==> images/layer_met4.png <==
(2 px per um) Supply wires on this layer in grey. Cells faint in the background.
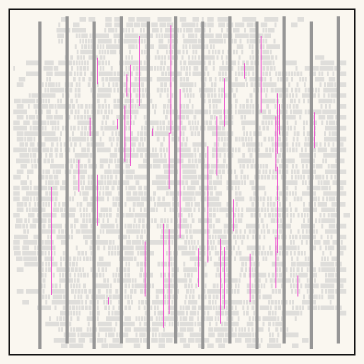
==> images/detail.png <==
Region (104, 104) to (154, 154) um. Cells in grey, sequential cells in the stronger grey; small squares are vias.
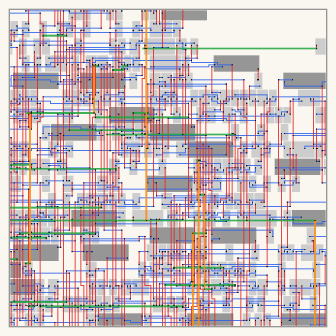
==> images/layer_met3.png <==
(3 px per um) Cells faint in the background.
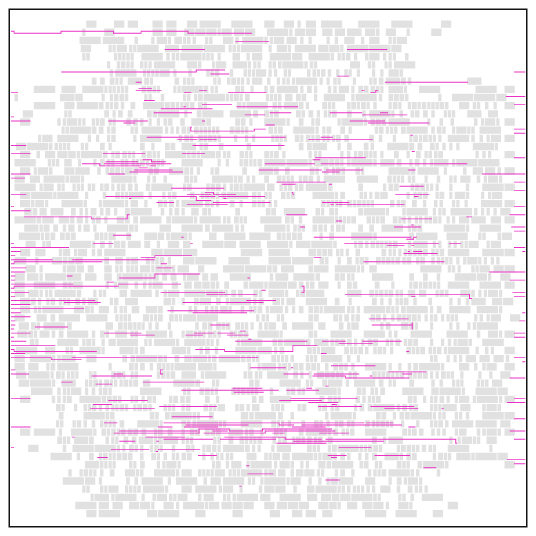
==> images/io_placement.png <==
(2 px per um) Pins as bars across the die edge, other pins in grey.
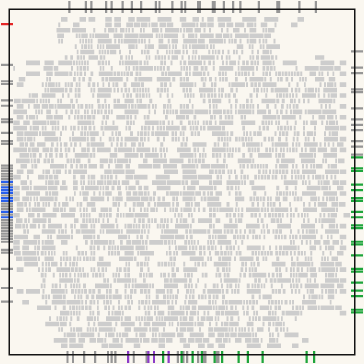
==> images/clocks.png <==
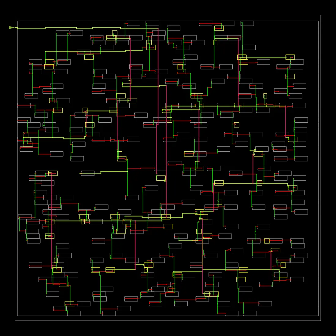
==> src/rtl/memcache_key_packer.sv <==
// Packs a memcache key, one byte per cycle, into 12-byte blocks (k0,k1,k2) for the hash core.
// Optional length check: define KEY_PACKER_LEN_CHECK_EN to reject keys longer than MAX_KEY_LEN.
//
// state | meaning
// IDLE  | waiting for start; only state that accepts a new key
// FILL  | collecting key bytes into the fill buffer, handing complete blocks to the output register
// DRAIN | last block sits in the output register until the hash core takes it
module memcache_key_packer #(
  parameter int MAX_KEY_LEN = 250
) (
  input  logic        CLK,
  input  logic        RST,
  input  logic        start,
  input  logic [7:0]  key_length,
  output logic        busy,
  input  logic        in_valid,
  output logic        in_ready,
  input  logic [7:0]  in_data,
  output logic        out_valid,
  input  logic        out_ready,
  output logic [31:0] out_k0,
  output logic [31:0] out_k1,
  output logic [31:0] out_k2,
  output logic [3:0]  out_nbytes,
  output logic        out_first,
  output logic        out_last,
  output logic [7:0]  out_key_length,
  output logic        err
);

  typedef enum logic [1:0] {IDLE, FILL, DRAIN} state_t;

`ifdef KEY_PACKER_LEN_CHECK_EN
  localparam bit LEN_CHECK = 1'b1;
`else
  localparam bit LEN_CHECK = 1'b0;
`endif
  localparam logic [7:0] LEN_LIMIT = 8'(MAX_KEY_LEN);

  state_t       state, state_nxt;
  logic [95:0]  fill_buf, fill_nxt, wr_buf, load_buf, out_buf;
  logic [3:0]   fill_cnt, cnt_nxt, load_cnt;
  logic [7:0]   remaining, rem_nxt;
  logic         first_flag, first_nxt;
  logic         load, load_first, load_last;
  logic         out_free, fill_cmp, hs, len_bad, start_ok;

  assign len_bad  = LEN_CHECK && (key_length > LEN_LIMIT);
  assign start_ok = start && (state == IDLE) && !len_bad;
  assign out_free = !out_valid || out_ready;
  assign fill_cmp = (fill_cnt == 4'd12) || (remaining == 8'd0);
  // A full buffer may still take a byte when it is moving out this very cycle.
  assign in_ready = (state == FILL) && (remaining != 8'd0) &&
                    ((fill_cnt != 4'd12) || out_free);
  assign hs       = in_valid && in_ready;
  assign busy     = (state != IDLE);

  assign out_k0 = out_buf[95:64];
  assign out_k1 = out_buf[63:32];
  assign out_k2 = out_buf[31:0];

  always_comb begin
    wr_buf = fill_buf;
    for (int i = 0; i < 12; i++) begin
      if (fill_cnt == 4'(i)) wr_buf[95-8*i -: 8] = in_data;
    end
  end

  always_comb begin
    state_nxt  = state;
    fill_nxt   = fill_buf;
    cnt_nxt    = fill_cnt;
    rem_nxt    = remaining;
    first_nxt  = first_flag;
    load       = 1'b0;
    load_buf   = fill_buf;
    load_cnt   = fill_cnt;
    load_first = first_flag;
    load_last  = 1'b0;
    case (state)
      IDLE: begin
        if (start_ok) begin
          rem_nxt   = key_length;
          first_nxt = 1'b1;
          fill_nxt  = '0;
          cnt_nxt   = 4'd0;
          if (key_length == 8'd0) begin
            load       = 1'b1;
            load_buf   = '0;
            load_cnt   = 4'd0;
            load_first = 1'b1;
            load_last  = 1'b1;
            first_nxt  = 1'b0;
            state_nxt  = DRAIN;
          end else begin
            state_nxt = FILL;
          end
        end
      end
      FILL: begin
        if (fill_cmp) begin
          if (out_free) begin
            load      = 1'b1;
            load_last = (remaining == 8'd0);
            first_nxt = 1'b0;
            if (remaining == 8'd0) state_nxt = DRAIN;
            if (hs) begin
              fill_nxt = {in_data, 88'd0};
              cnt_nxt  = 4'd1;
              rem_nxt  = remaining - 8'd1;
            end else begin
              fill_nxt = '0;
              cnt_nxt  = 4'd0;
            end
          end
        end else if (hs) begin
          rem_nxt = remaining - 8'd1;
          cnt_nxt = fill_cnt + 4'd1;
          // Completing byte goes straight to a free output register, saving a cycle.
          if (((fill_cnt == 4'd11) || (remaining == 8'd1)) && out_free) begin
            load      = 1'b1;
            load_buf  = wr_buf;
            load_cnt  = fill_cnt + 4'd1;
            load_last = (remaining == 8'd1);
            first_nxt = 1'b0;
            fill_nxt  = '0;
            cnt_nxt   = 4'd0;
            if (remaining == 8'd1) state_nxt = DRAIN;
          end else begin
            fill_nxt = wr_buf;
          end
        end
      end
      DRAIN: begin
        if (out_valid && out_ready && out_last) state_nxt = IDLE;
      end
      default: state_nxt = IDLE;
    endcase
  end

  always_ff @(posedge CLK) begin
    if (RST) state <= IDLE;
    else     state <= state_nxt;
  end

  always_ff @(posedge CLK) begin
    if (RST) begin
      fill_buf       <= '0;
      fill_cnt       <= 4'd0;
      remaining      <= 8'd0;
      first_flag     <= 1'b0;
      out_valid      <= 1'b0;
      out_buf        <= '0;
      out_nbytes     <= 4'd0;
      out_first      <= 1'b0;
      out_last       <= 1'b0;
      out_key_length <= 8'd0;
      err            <= 1'b0;
    end else begin
      fill_buf   <= fill_nxt;
      fill_cnt   <= cnt_nxt;
      remaining  <= rem_nxt;
      first_flag <= first_nxt;
      err        <= start && (state == IDLE) && len_bad;
      if (start_ok) out_key_length <= key_length;
      if (load) begin
        out_valid  <= 1'b1;
        out_buf    <= load_buf;
        out_nbytes <= load_cnt;
        out_first  <= load_first;
        out_last   <= load_last;
      end else if (out_ready) begin
        out_valid <= 1'b0;
      end
    end
  end

endmodule

==> config.mk <==
export PLATFORM = sky130hd
export DESIGN_NAME = memcache_key_packer
export DESIGN_NICKNAME = d
export VERILOG_FILES = /design/src/rtl/memcache_key_packer.sv
export SDC_FILE = /design/constraint.sdc
export NUM_CORES = 1
export LEC_CHECK = 0
export ABC_AREA = 1
export CAP_MARGIN = 10
export CORE_UTILIZATION = 50
export CTS_BUF_LIST = sky130_fd_sc_hd__clkbuf_4 sky130_fd_sc_hd__clkbuf_8
export CTS_CLUSTER_SIZE = 12
export DETAILED_ROUTE_END_ITERATION = 12
export PLACE_DENSITY = 0.71
export SYNTH_ARGS = -nofsm -noshare
export SYNTH_HDL_FRONTEND = slang
export SYNTH_SLANG_ARGS = --single-unit
==> constraint.sdc <==
create_clock -name CLK -period 2.5 [get_ports CLK]
set_input_delay 0.5 -clock CLK [delete_from_list [all_inputs] [get_ports CLK]]
set_output_delay 0.5 -clock CLK [all_outputs]
set_load 0.02 [all_outputs]
==> flow_results.org <==
#+TITLE: Implementation results

** Outcome
- Outcome :: completed

** Synthesis
- Mean instance size in the synthesized netlist :: 6.001 sq um
- In the post-synthesis netlist, the biggest area contributors are dfxtp_1 (31%), nand2_1 (19%), nand3_1 (8.0%).
- Area fraction in and, or, nand and nor cells after synthesis :: 41.99%
- After synthesis, the design contains 2,407 cells according to Yosys.
- Xor-xnor portion of the synthesized cell area :: 0.1819%
- Counting the warning lines in the Yosys log gives 0.
- #FFs+latches synth :: 222
- After Yosys synthesis, full adders, half adders and majority gates account for 0.6929% of the synthesized area.
- The cell-mix breakdown from Yosys lists the compound-gate area share as 11.72%.
- Post-synthesis mux area share :: 0%
- Count of unique library cells instantiated by Yosys :: 35
- Per the synthesis report, the dominant area consumer among library cells is dfxtp_1.
- Net count of the mapped netlist :: 2,436
- Top non-seq family :: simple AND/OR/NAND/NOR gates
- Per the synthesis report, the single largest cell type by area occupies 30.77% of cell area.
- Area of the synthesized netlist per yosys stat :: 14,450 sq um
- Post-synthesis instance total :: 2,407
- Sequential cells were found to cover 30.77% of the synthesized design area.
- In this run the cell area of the synthesized design comes to 14,450 sq um.

** Placed design
- Routability Congestion :: 0.8800
- Before CTS, the worst setup slack after placement is -22.65 ps.
- According to the dpl log, the detail-placed design has an HPWL of 24,680 um.
- Placed cell area :: 16,180 sq um

** Worst setup path
- According to the timing report, the arrival time at the worst endpoint equals 1910 ps.
- The worst register-to-register path depth is 11.
- Worst reg-to-reg setup slack :: 190 ps
- At the worst endpoint, the required time is 2000 ps.
- Of all nets on the critical path, the largest fanout is 5.
- Crit path capture type :: output pin
- The worst setup path is of the flop to output pin kind.
- In this run the critical register-to-register path is launched from fill_cnt[0].
- The worst register-to-register path ends at out_buf[81].
- Type of element launching the critical path :: flop

** Floorplanning
- According to the floorplan report, the total die area is 29,570 sq um.
- Num rows :: 61
- In this run the count of I/O pins placed on the die edge is 135.
- From left edge to right edge, the die measures 172.0 um.
- Pre-Place Util :: 51.43%
- Std-Cell Core Area :: 28,090 sq um

** Worst hold path
- Cell depth of the worst hold path :: 2
- Start point of the worst hold path :: remaining[6]
- Capture endpoint of the worst hold path :: remaining[6]
- Checking hold timing, the worst path is listed with class flop to flop.

** Final layout
- Inserted Diodes :: 0
- Area added between synthesis and finish :: 18.57%
- End-of-flow core utilization :: 60.98%
- Net count, final :: 2,503
- Ratio of cells with drive above 1 in the final layout :: 13.68%
- Once layout is done, the placed cells without fillers occupy 17,130 sq um.

** GRT
- Met1 track demand over resource in global routing :: 36.97%
- Via count of the first global-routing pass :: 13,730
- Global routing used 27.96% of the available tracks.
- Pin count of the biggest net entering global routing :: 94
- Total global routing overflow :: 0
- On met2, the global router reports a usage of 45.62%.
- GR Util met3 :: 5.104%
- Antenna violations before repair :: 1
- Most used routing layer in global routing :: met2

** Pwr
- Cell leakage power :: 9.025 nW
- Total power density per cell area :: 1386 nW/um^2
- Worst voltage drop across the vdd grid :: 1.058 mV
- Total power consumption of the routed design :: 23.74 mW

** Final timing
- After layout, the minimum clock period comes to 2415 ps.
- The final critical path takes up 96.59% of the cycle.
- Counting pins that exceed their max-slew limit in the final report gives 0.
- Worst hold slack across all endpoints :: 478.7 ps
- Hold violation total from the final report :: 0
- In the final report, the number of endpoints failing setup comes to 0.
- Worst rel slew slack :: 54.59%
- Clock Skews :: 22.94 ps
- The transition time recorded at the tightest slew-check pin is 681.2 ps.
- Min setup slack post-route :: 85.16 ps
- For this run, the top clock speed supported by timing is 414.1 MHz.

** Routing
- Detailed Routing Iterations Pass 1 :: 7
- TritonRoute output was used to compute an average wire per cell of 14.16 um.
- Number of DRC violations after detailed-routing iteration 0 :: 1,220
- Detailed-route DRC error count :: 0
- Tally of nets with antenna violations remaining after routing :: 0
- Per the detail_route report, vias per standard cell equal 5.181.

** Run
- The tool flagged a number of max-cap violations equal to 0.
- In this run the tools logged warnings totalling 31.

** Clock tree
- Total CTS buffers :: 42
- Root buffer cell :: clkbuf_8
- CTS H-tree lvls :: 2
- Number of buffers added to fix hold violations after cts :: 0
- No sink is reached through more buffers than the 3 on the longest clock path.
- The registers of the reported paths see a clock transition of 70 ps.
- Post-CTS Setup Inserts :: 0
- TritonCTS built the clock tree.
Notes on layer_met4.png above:
- main direction: vertical
- nets with wire on the layer: 19
- wire length on this layer: 984 um
post-detailed-routing wire length: 40,870 um
vias after detailed routing: 14,950

Notes on detail.png above:
- green: metal 3
- orange: metal 4
- blue: metal 1
- red: metal 2
- netlist names of flops here include: fill_buf (15), out_buf (6)
- most frequent: nand2_1 (102), nand3_1 (31), dfxtp_1 (21)
- cells with their middle in the window: 257
- sequential cells in the window: 21

Notes on layer_met3.png above:
- main direction: horizontal
- nets with wire on the layer: 167

Notes on io_placement.png above:
- green: out_k2 (pins 32; direction output; edge 21 east, 11 south)
- red: CLK (pins 1; direction input; edge west)
- purple: out_nbytes (pins 4; direction output; edge south)
- blue: key_length (pins 8; direction input; edge west)
Die Y: 172.0 um
number of buffers added on ports: 133

Notes on clocks.png above:
clock network latency to the later pin of the worst-skew pair: 560 ps
number of clock sinks: 222

-- layout by cell type (no fill, tap or decap), types with 2 or more instances in the layout --
master,count
nand2_1,722
inv_1,247
nor2_4,8
clkbuf_4,16
nand4_1,4
nor2_1,255
nand3_1,230
nand3_4,3
nor2_2,3
nand2_2,6
nand2_4,7
clkbuf_8,56
inv_2,68
clkinv_2,6
clkinv_1,7
o21ai_0,152
nand2_8,2
nand3_2,93
xnor2_1,2
clkdlybuf4s50_1,132
or2_2,2
buf_12,21
dfxtp_1,221
buf_4,44
o21ai_1,72
a21oi_1,107
ha_1,7
-- synth_stat cells (all sizes together) --
cell and instances:
clkbuf 79, buf 96, a211oi 1, clkinv 8, ha 8, a21oi 107, xor2 1, o31ai 1
o21ai 226, nand2 737, nand4 5, conb 1, nand3b 1, nor2 267, xnor2 2, nand3 326
or2 2, dfxtp 222, nor4 1, a21boi 1, inv 315
-- per-stage QoR --
stage	TNS, ps	cells
2_1_floorplan	0	2407
3_3_place_gp	0	2808
3_5_place_dp	-34.07	2808
4_1_cts	0	2886
5_1_grt	-4.242	2886
6_report	0	2886
-- critical path, stage by stage (launching register included) --
cell and delay (ps):
dfxtp_1 400, inv_1 90, ha_2 230, nand3_4 140
o21ai_2 70, nor2_2 150, clkdlybuf4s15_2 270
-- layout make-up --
type,instances,area [sq um]
Clock inverter,6,30.03
Timing Repair Buffer,198,2083
Sequential cell,222,4446
Clock buffer,72,890.9
Tap cell,378,473.0
Inverter,323,1217
Multi-Input combinational cell,1687,7988
Fill cell,2748,10960
-- logic make-up (layout without fill, tap and decap cells) --
kind of cell,after synthesis,count (layout)
buffers and inverters,498,599
flip-flops,222,222
XOR/XNOR,3,3
adder cells (fa/ha/maj),8,8
other,1,1
AND/OR/NAND/NOR,1339,1339
AND-OR/OR-AND,336,336
-- what timing repair did --
| item | CTS | global route |
|---|---|---|
| setup endpoints to repair | 1 | 2 |
| pin swaps | 0 | 1 |
| cloned | 0 | 0 |
| gates resized | 6 | 4 |
-- worst max-delay path by stage --
stage,startpoint,to,slack [ps],cells past startpoint
6_report,fill_cnt[0],in_ready,90,6
5_1_grt,fill_cnt[0],in_ready,-4,6
4_1_cts,fill_cnt[1],in_ready,20,6
3_5_place_dp,out_ready,out_nbytes[2],-20,13
3_3_place_gp,out_ready,in_ready,4,6
2_1_floorplan,fill_cnt[0],out_buf[41],560,16
-- routing by layer --
metal	wire, um	share of wire, %	vias up
li1	-	-	7619
met1	18240	45	6743
met2	18430	45	503
met3	3196	7.8	85
met4	984	2.4	2
met5	15	0.037	-
-- registers in the layout, indices dropped and copies added, names as in the netlist --
name            count
state               2
fill_buf           96
out_valid           1
out_key_length      8
out_last            1
out_buf            96
out_nbytes          4
first_flag          1
out_first           1
fill_cnt            4
remaining           8
-- where the power goes --
part / switching, mW / internal (mW)
combinational: 8.99 / 5.38
sequential: 0.610 / 4.89
clock: 1.63 / 2.24
Power is estimated from default activity; no workload was simulated.
